==> config.mk <==
export PLATFORM = sky130hd
export DESIGN_NAME = alu_cmd_issuer
export DESIGN_NICKNAME = d
export VERILOG_FILES = /design/src/rtl/alu_cmd_issuer.sv
export SDC_FILE = /design/constraint.sdc
export NUM_CORES = 1
export LEC_CHECK = 0
export CAP_MARGIN = 0
export CORE_MARGIN = 10
export CORE_UTILIZATION = 50
export CTS_BUF_LIST = sky130_fd_sc_hd__clkbuf_8
export CTS_CLUSTER_SIZE = 20
export DETAILED_ROUTE_END_ITERATION = 8
export GPL_TIMING_DRIVEN = 0
export PLACE_DENSITY = 0.78
export SETUP_SLACK_MARGIN = 0.5
export SKIP_CTS_REPAIR_TIMING = 1
export SYNTH_ARGS = -nofsm -noshare
export SYNTH_HDL_FRONTEND = slang
export SYNTH_SLANG_ARGS = --single-unit
==> constraint.sdc <==
create_clock -name i_clk -period 3.1 [get_ports i_clk]
set_input_delay 0.465 -clock i_clk [delete_from_list [all_inputs] [get_ports i_clk]]
set_output_delay 0.465 -clock i_clk [all_outputs]
set_load 0.1 [all_outputs]
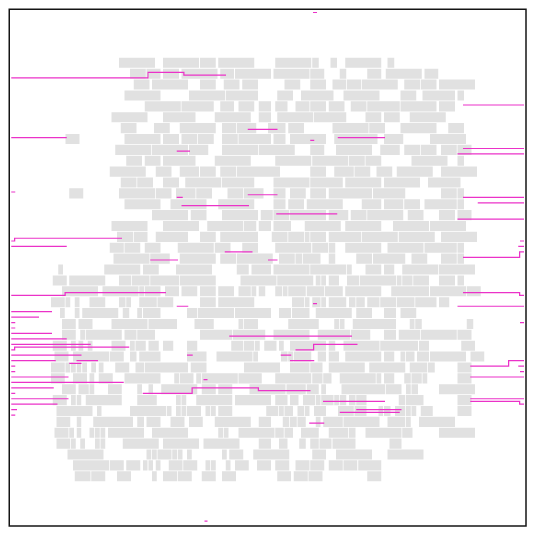
(M3 wires)
Drawn at 4 px/micron. Cells faint in the background.
longest straight run: 34.0 microns
wire length on this layer: 781 microns
main direction: horizontal
via count of the routed design: 3829
wire length after detailed routing: 12.8 mm

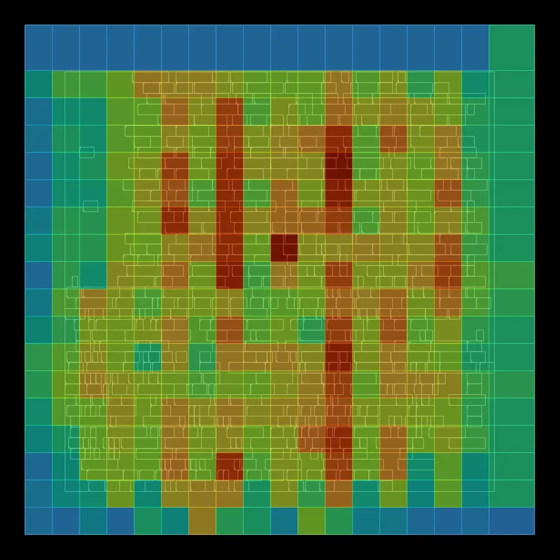
(track usage over the die)
global routing met3 resource utilization: 0.0575
total track usage: 0.159
GR Layer Usage met1: 0.190

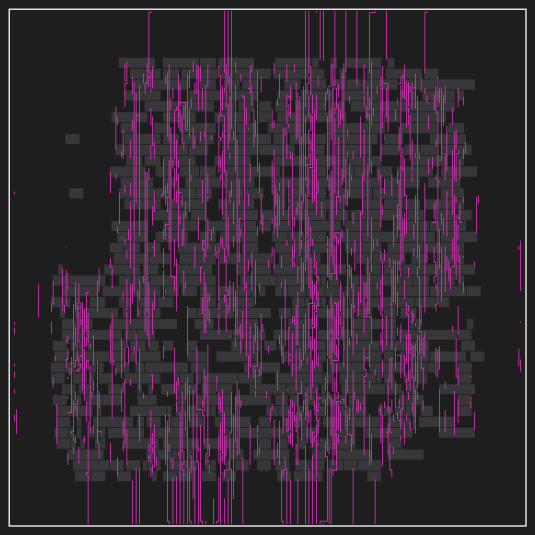
(metal 2)
Drawn at 4 px/micron. Cells faint in the background.
share of all routed wire: 51%
longest straight run: 52.4 microns
wire length on this layer: 6450 microns
met2 usage in global routing: 0.262

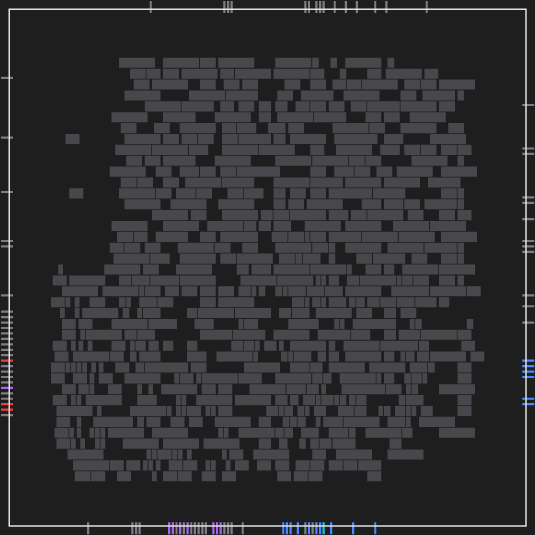
(pin map)
Drawn at 4 px/micron. Pins as bars across the die edge, other pins in grey.
| port | colour | pins | direction | edge |
|---|---|---|---|---|
| o_proto_err | cyan | 1 | output | bottom |
| o_err_count | blue | 16 | output | 10 bottom, 6 right |
| i_cmd_op | red | 3 | input | left |
| i_cmd_a | purple | 8 | input | 7 bottom, 1 left |
all pins by edge: 35 bottom, 26 left, 18 right, 15 top
vertical die dimension: 129 microns
die width: 129 microns
count of buffers inserted at the top-level ports: 93

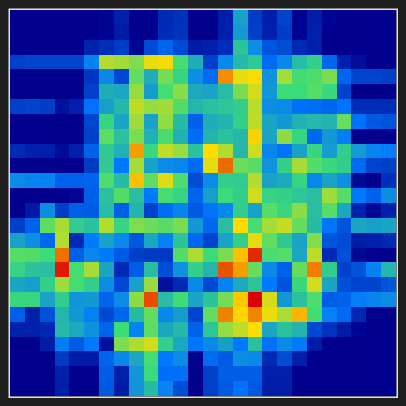
(routed metal per tile)
Drawn at 3 px/micron. 26 x 26 tiles, from dark blue (low) to red (high), scaled to the fullest tile. Values are wire area over tile area, all layers added.
mean over tiles: 0.12
densest ninth of the die: middle
nearly empty tiles: 20%
final routed wire length divided by cell count: 17.8 microns

==> results_dict.tcl <==
# collected from the flow reports
set metrics [dict create \
    asyncSetResetFlopFracSynth 1.00 \
    yosys_warnings 0 \
    xor_share 0.0499 \
    fin_hold_ws_ps 479 \
    synth.cells.most_frequent "sky130_fd_sc_hd__dfrtp_1 (130), sky130_fd_sc_hd__nand2_1 (82), sky130_fd_sc_hd__mux2_2 (81), sky130_fd_sc_hd__mux4_2 (19), sky130_fd_sc_hd__xnor2_1 (18)" \
    netlist_instances 437 \
    yosys-mux-area-fraction 0.235 \
    timing.final.max_slew_violations 0 \
    placedCellCount 674 \
    cp.buffers_inverters 3 \
    h-tree-depth 4 \
    clockRootBuffer "sky130_fd_sc_hd__clkbuf_8" \
    synth_stat.cells 437 \
    boundaryPins 94 \
    timing.critical_path.to_type "primary output" \
    tightestPinTransition_ps 1010 \
    path_delay_family "adder cells" \
    yosys.area_share.simple 0.101 \
    pin_count_of_the_biggest_net_entering_global_routing 91 \
    whs_path_depth 2 \
    critPathMaxStageDelay_ps 420 \
    sequential_fraction_of_the_synthesis_area 0.550 \
    detailed_place.area_sq_mm 0.00716 \
    fmaxAchievable_mhz 332 \
    slew_headroom 0.325 \
    gr-total-overflow 0 \
    cts.reportedPaths.clkPinSlew_ps 70 \
    detailedPlace.worstSlack_ps -611 \
    mean_cell_area_of_the_mapped_netlist_sq_um 13.5 \
    warnings 35 \
    cpMaxStageDelayCell "sky130_fd_sc_hd__dfrtp_1" \
    place_congestion 0.779 \
    edff_count_synth 0 \
    fin_worst_skew_ps 8.55 \
    post_synth_ao_oa_area_fraction 0.00676 \
    wire_length_of_the_first_global_routing_pass_mm 20.9 \
    fin_tns_setup_ps 0 \
    synth_adder_area_share 0.0385 \
    cts_num_sinks 130 \
    final-setup-viol-count 0 \
    rows 39 \
    maxCapViolations 0 \
    drc 0 \
    finalCoreUtilization 0.672 \
    antenna-diode-count 0 \
    top_flip_flop_cell_by_instance_count_after_synthesis "sky130_fd_sc_hd__dfrtp_1" \
    final_antenna_net_count 0 \
    crit_path_max_fanout 3 \
    number_of_antenna_violations_at_the_first_check_in_global_routing 0 \
    yosys.stat.chipArea_sq_mm 0.00592 \
    comb_area_sq_mm 0.00267 \
    iteration_tally_of_the_first_detailed_router_pass 5 \
    crit_type "register to primary output" \
    leading_post_synthesis_cells_by_cell_area "sky130_fd_sc_hd__dfrtp_1 (55%), sky130_fd_sc_hd__mux2_2 (15%), sky130_fd_sc_hd__mux4_2 (7.2%), sky130_fd_sc_hd__nand2_1 (5.2%), sky130_fd_sc_hd__ha_1 (3.2%)" \
    stdcell_area_sq_mm 0.00774 \
    hold_viol_final 0 \
    critical_path_cell_count 8 \
    cp_cell_sequence "inv_2 > ha_4 > inv_2 > fa_2 > xor2_1 > ha_1 > nor4_4 > buf_6" \
    coreArea_sq_mm 0.0115 \
    post-route-period-util 0.972 \
    path_common_cell "sky130_fd_sc_hd__inv_2" \
    synth_top_area_share 0.550 \
    register_area_sq_mm 0.00326 \
    finish.cell_count_without_fillers 718 \
    synth_area_sq_mm 0.00592 \
    via_count_of_the_first_global_routing_pass 4119 \
    net_count_after_synthesis 497 \
    mostFrequentLayoutCells "sky130_fd_sc_hd__dfrtp_1 (128), sky130_fd_sc_hd__mux2_2 (81), sky130_fd_sc_hd__nand2_1 (77), sky130_fd_sc_hd__clkdlybuf4s50_1 (77), sky130_fd_sc_hd__clkbuf_8 (20)" \
    rsz0062_at_grt "yes" \
    tritoncts.num_buffers 17 \
    outcome "completed" \
    syn_to_final_growth_pct 30.8 \
]
## per-layer routing
metal | global-route usage | routed length (microns)
met3 | 0.0575 | 780
met4 | 0.0548 | 213
met1 | 0.190 | 5320
met5 | 0 | 0
met2 | 0.262 | 6450
## layout make-up
cell class / instances / share of cell area
Clock buffer: 20 / 0.0356
Sequential cell: 130 / 0.421
Inverter: 11 / 0.00598
Timing Repair inverter: 1 / 0.000647
Clock inverter: 12 / 0.0293
Timing Repair Buffer: 104 / 0.126
Buffer: 14 / 0.0141
Multi-Input combinational cell: 283 / 0.345
Tap cell: 143 / 0.0231
